[src/rtl/exc_sequencer.sv]
// Exception/interrupt entry and ERET sequencer: drains the bus, pulses EXL, redirects the PC.
// Entry takes DRAIN(>=1) + ENTER + REDIR cycles with the front end stalled; ERET takes a single RET cycle.
module exc_sequencer #(
    parameter logic [29:0] HANDLER_PC    = 30'h1060,
    parameter int          DRAIN_TIMEOUT = 15,
    parameter int          CNT_W         = 4
) (
    input  logic        clk,
    input  logic        reset,
    input  logic        int_req,
    input  logic        exc_valid,
    input  logic [4:0]  exc_code_in,
    input  logic        eret,
    input  logic        mem_idle,
    input  logic [29:0] epc,
    output logic        stall,
    output logic        flush,
    output logic        exl_set,
    output logic        exl_clr,
    output logic        pc_redirect,
    output logic [29:0] redirect_pc,
    output logic [4:0]  exc_code,
    output logic        drain_timeout
);

    typedef enum logic [2:0] {
        IDLE  = 3'd0,
        DRAIN = 3'd1,
        ENTER = 3'd2,
        REDIR = 3'd3,
        RET   = 3'd4
    } state_t;

    localparam logic [CNT_W-1:0] TIMEOUT = CNT_W'(DRAIN_TIMEOUT);

    state_t           r_state;
    logic [CNT_W-1:0] r_cnt;
    logic [4:0]       r_exc_code;
    logic             r_drain_timeout;
    logic             w_timeout;

    assign w_timeout = (r_cnt == TIMEOUT);

    always_ff @(posedge clk or posedge reset) begin
        if (reset) begin
            r_state         <= IDLE;
            r_cnt           <= '0;
            r_exc_code      <= 5'd0;
            r_drain_timeout <= 1'b0;
        end else begin
            case (r_state)
                IDLE: begin
                    if (exc_valid) begin
                        r_exc_code <= exc_code_in;
                        r_cnt      <= '0;
                        r_state    <= DRAIN;
                    end else if (int_req) begin
                        r_exc_code <= 5'd0;
                        r_cnt      <= '0;
                        r_state    <= DRAIN;
                    end else if (eret) begin
                        r_state <= RET;
                    end
                end
                DRAIN: begin
                    // A stuck bus must not hold off exception entry forever.
                    if (w_timeout) begin
                        r_drain_timeout <= 1'b1;
                        r_state         <= ENTER;
                    end else if (mem_idle) begin
                        r_state <= ENTER;
                    end else if (r_cnt != '1) begin
                        r_cnt <= r_cnt + 1'b1;
                    end
                end
                ENTER:   r_state <= REDIR;
                REDIR:   r_state <= IDLE;
                RET:     r_state <= IDLE;
                default: r_state <= IDLE;
            endcase
        end
    end

    // Moore decode only, so the async reset zeroes every output immediately.
    assign stall         = (r_state == DRAIN) || (r_state == ENTER) || (r_state == REDIR);
    assign flush         = (r_state == ENTER) || (r_state == RET);
    assign exl_set       = (r_state == ENTER);
    assign exl_clr       = (r_state == RET);
    assign pc_redirect   = (r_state == REDIR) || (r_state == RET);
    assign exc_code      = r_exc_code;
    assign drain_timeout = r_drain_timeout;

    always_comb begin
        redirect_pc = 30'd0;
        case (r_state)
            REDIR:   redirect_pc = HANDLER_PC;
            RET:     redirect_pc = epc;
            default: redirect_pc = 30'd0;
        endcase
    end

endmodule

[config.mk]
export PLATFORM = sky130hd
export DESIGN_NAME = exc_sequencer
export DESIGN_NICKNAME = d
export VERILOG_FILES = /design/src/rtl/exc_sequencer.sv
export SDC_FILE = /design/constraint.sdc
export NUM_CORES = 1
export LEC_CHECK = 0
export CORE_MARGIN = 1
export CORE_UTILIZATION = 30
export CTS_CLUSTER_DIAMETER = 50
export CTS_CLUSTER_SIZE = 10
export DETAILED_ROUTE_END_ITERATION = 6
export GPL_TIMING_DRIVEN = 0
export PLACE_DENSITY = 0.86
export SLEW_MARGIN = 25
export SYNTH_ARGS = -nofsm -noshare
export SYNTH_HDL_FRONTEND = slang
export SYNTH_SLANG_ARGS = --single-unit
[constraint.sdc]
create_clock -name clk -period 2.4 [get_ports clk]
set_clock_uncertainty 0.2 [all_clocks]
set_input_delay 0.48 -clock clk [delete_from_list [all_inputs] [get_ports clk]]
set_output_delay 0.48 -clock clk [all_outputs]
set_load 0.01 [all_outputs]
Figure 1. Sequential cells grouped by signal name.
Scale: 8 px per um.
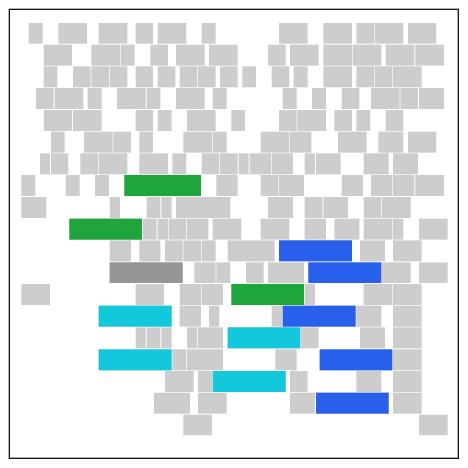
name in the netlist	colour	sequential cells
exc_code	blue	5
r_state	green	3
r_cnt	cyan	4
not coloured	1
post-layout util: 0.603
Seq power: 385 uW

Figure 2. Routing congestion map.
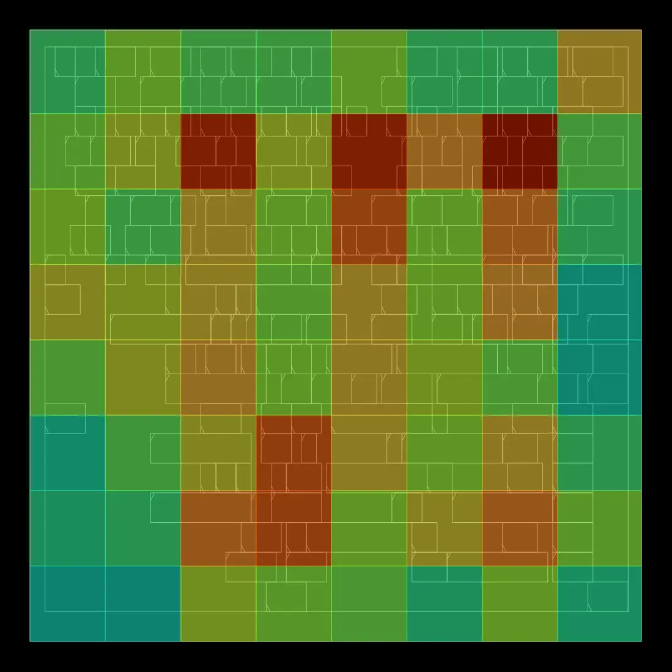
GRT Max-Usage Layer: met2
GRT Total Usage: 0.193
met3 GRT Util: 0.0535
GR met1 Demand/Resource: 0.202

==> job_summary.md <==
### Yosys + OpenROAD results

| Metric | Value |
|---|---|
| Status | `complete, no violations` |
| GRT overflow | `0` |
| Post-synth EDFFs | `0` |
| Hold Vio Cnt, Final | `0` |
| Inverters | `1` |
| Initial DRC count | `75` |
| Worst setup path category | `flip-flop to output port` |
| CP max-delay cell | `clkdlybuf4s50_1` |
| VDD IR max | `0.511 mV` |
| Final Non-Filler Cells | `213` |
| Adders+Majority by Area | `0.0143` |
| Reg-to-Reg End | `r_cnt[3]` |
| Io pins | `82` |
| Clk buf depth | `2` |
| Setup TNS | `0 ns` |
| Yosys synthesis chip area | `873 um2` |
| Commonest Layout Cell | `clkdlybuf4s50_1` |
| Comb area share | `0.310` |
| Worst Path Required | `1.72 ns` |
| Placed cells | `209` |
| Metal2 WL | `1650 um` |
| WL final | `3110 um` |
| Leading cell kind | `non-clock buffers` |
| WP buf/inv | `2` |
| Post-route cell area | `1660 um2` |
| Gate Count Post-Synth | `97` |
| Clk slew on worst S/H paths | `0.08 ns` |
| Top Consumer | `combinational cells` |
| Sequential Area | `327 um2` |
| Aoi share | `0.163` |
| Sw Pwr | `500 uW` |
| Flops | `13` |
| Crit path capture type | `output port` |
| Final Wtd Congestion | `0.775` |
| Main logic family | `simple AND/OR/NAND/NOR gates` |
| Worst path depth | `4` |
| Antenna cells | `0` |
| Count leader, synth | `and3_1` |
| CP Launch Point | `r_state[1]` |
| Yosys warning count | `0` |
| Worst hold-check path type | `flip-flop to flip-flop` |
| R2R Setup Slk | `0.37 ns` |
| Synthesized flop and latch total | `13` |
| Clkbuf count | `4` |
| DRC violations left | `0` |
| Most frequent cells in the layout | `clkdlybuf4s50_1, and3_1, clkbuf_2` |
| TritonCTS clock tree | `built` |
| Slowest stage delay, CP | `0.53 ns` |
| Startpoint Class | `flip-flop` |
| Seq area share | `0.196` |
| Post-CTS setup buffers | `1` |
| Syn_nets | `139` |
| Seq pwr share | `0.305` |
| Pint | `762 uW` |
| DRT Pass-1 Iters | `4` |
| Netlist Area Pre-Place | `873 um2` |
| Power Dens Cells | `759 nW/um2` |
| RSZ-0062 raised after global routing | `no` |
| Crit path capture | `exl_clr` |
| Die H | `56.0 um` |
| Max Cap Violations | `0` |
| Yosys simple share | `0.401` |
| Cell family with the largest share of critical-path delay | `buffers and inverters` |
| H-tree levels | `1` |
Power is estimated from default activity; no workload was simulated.
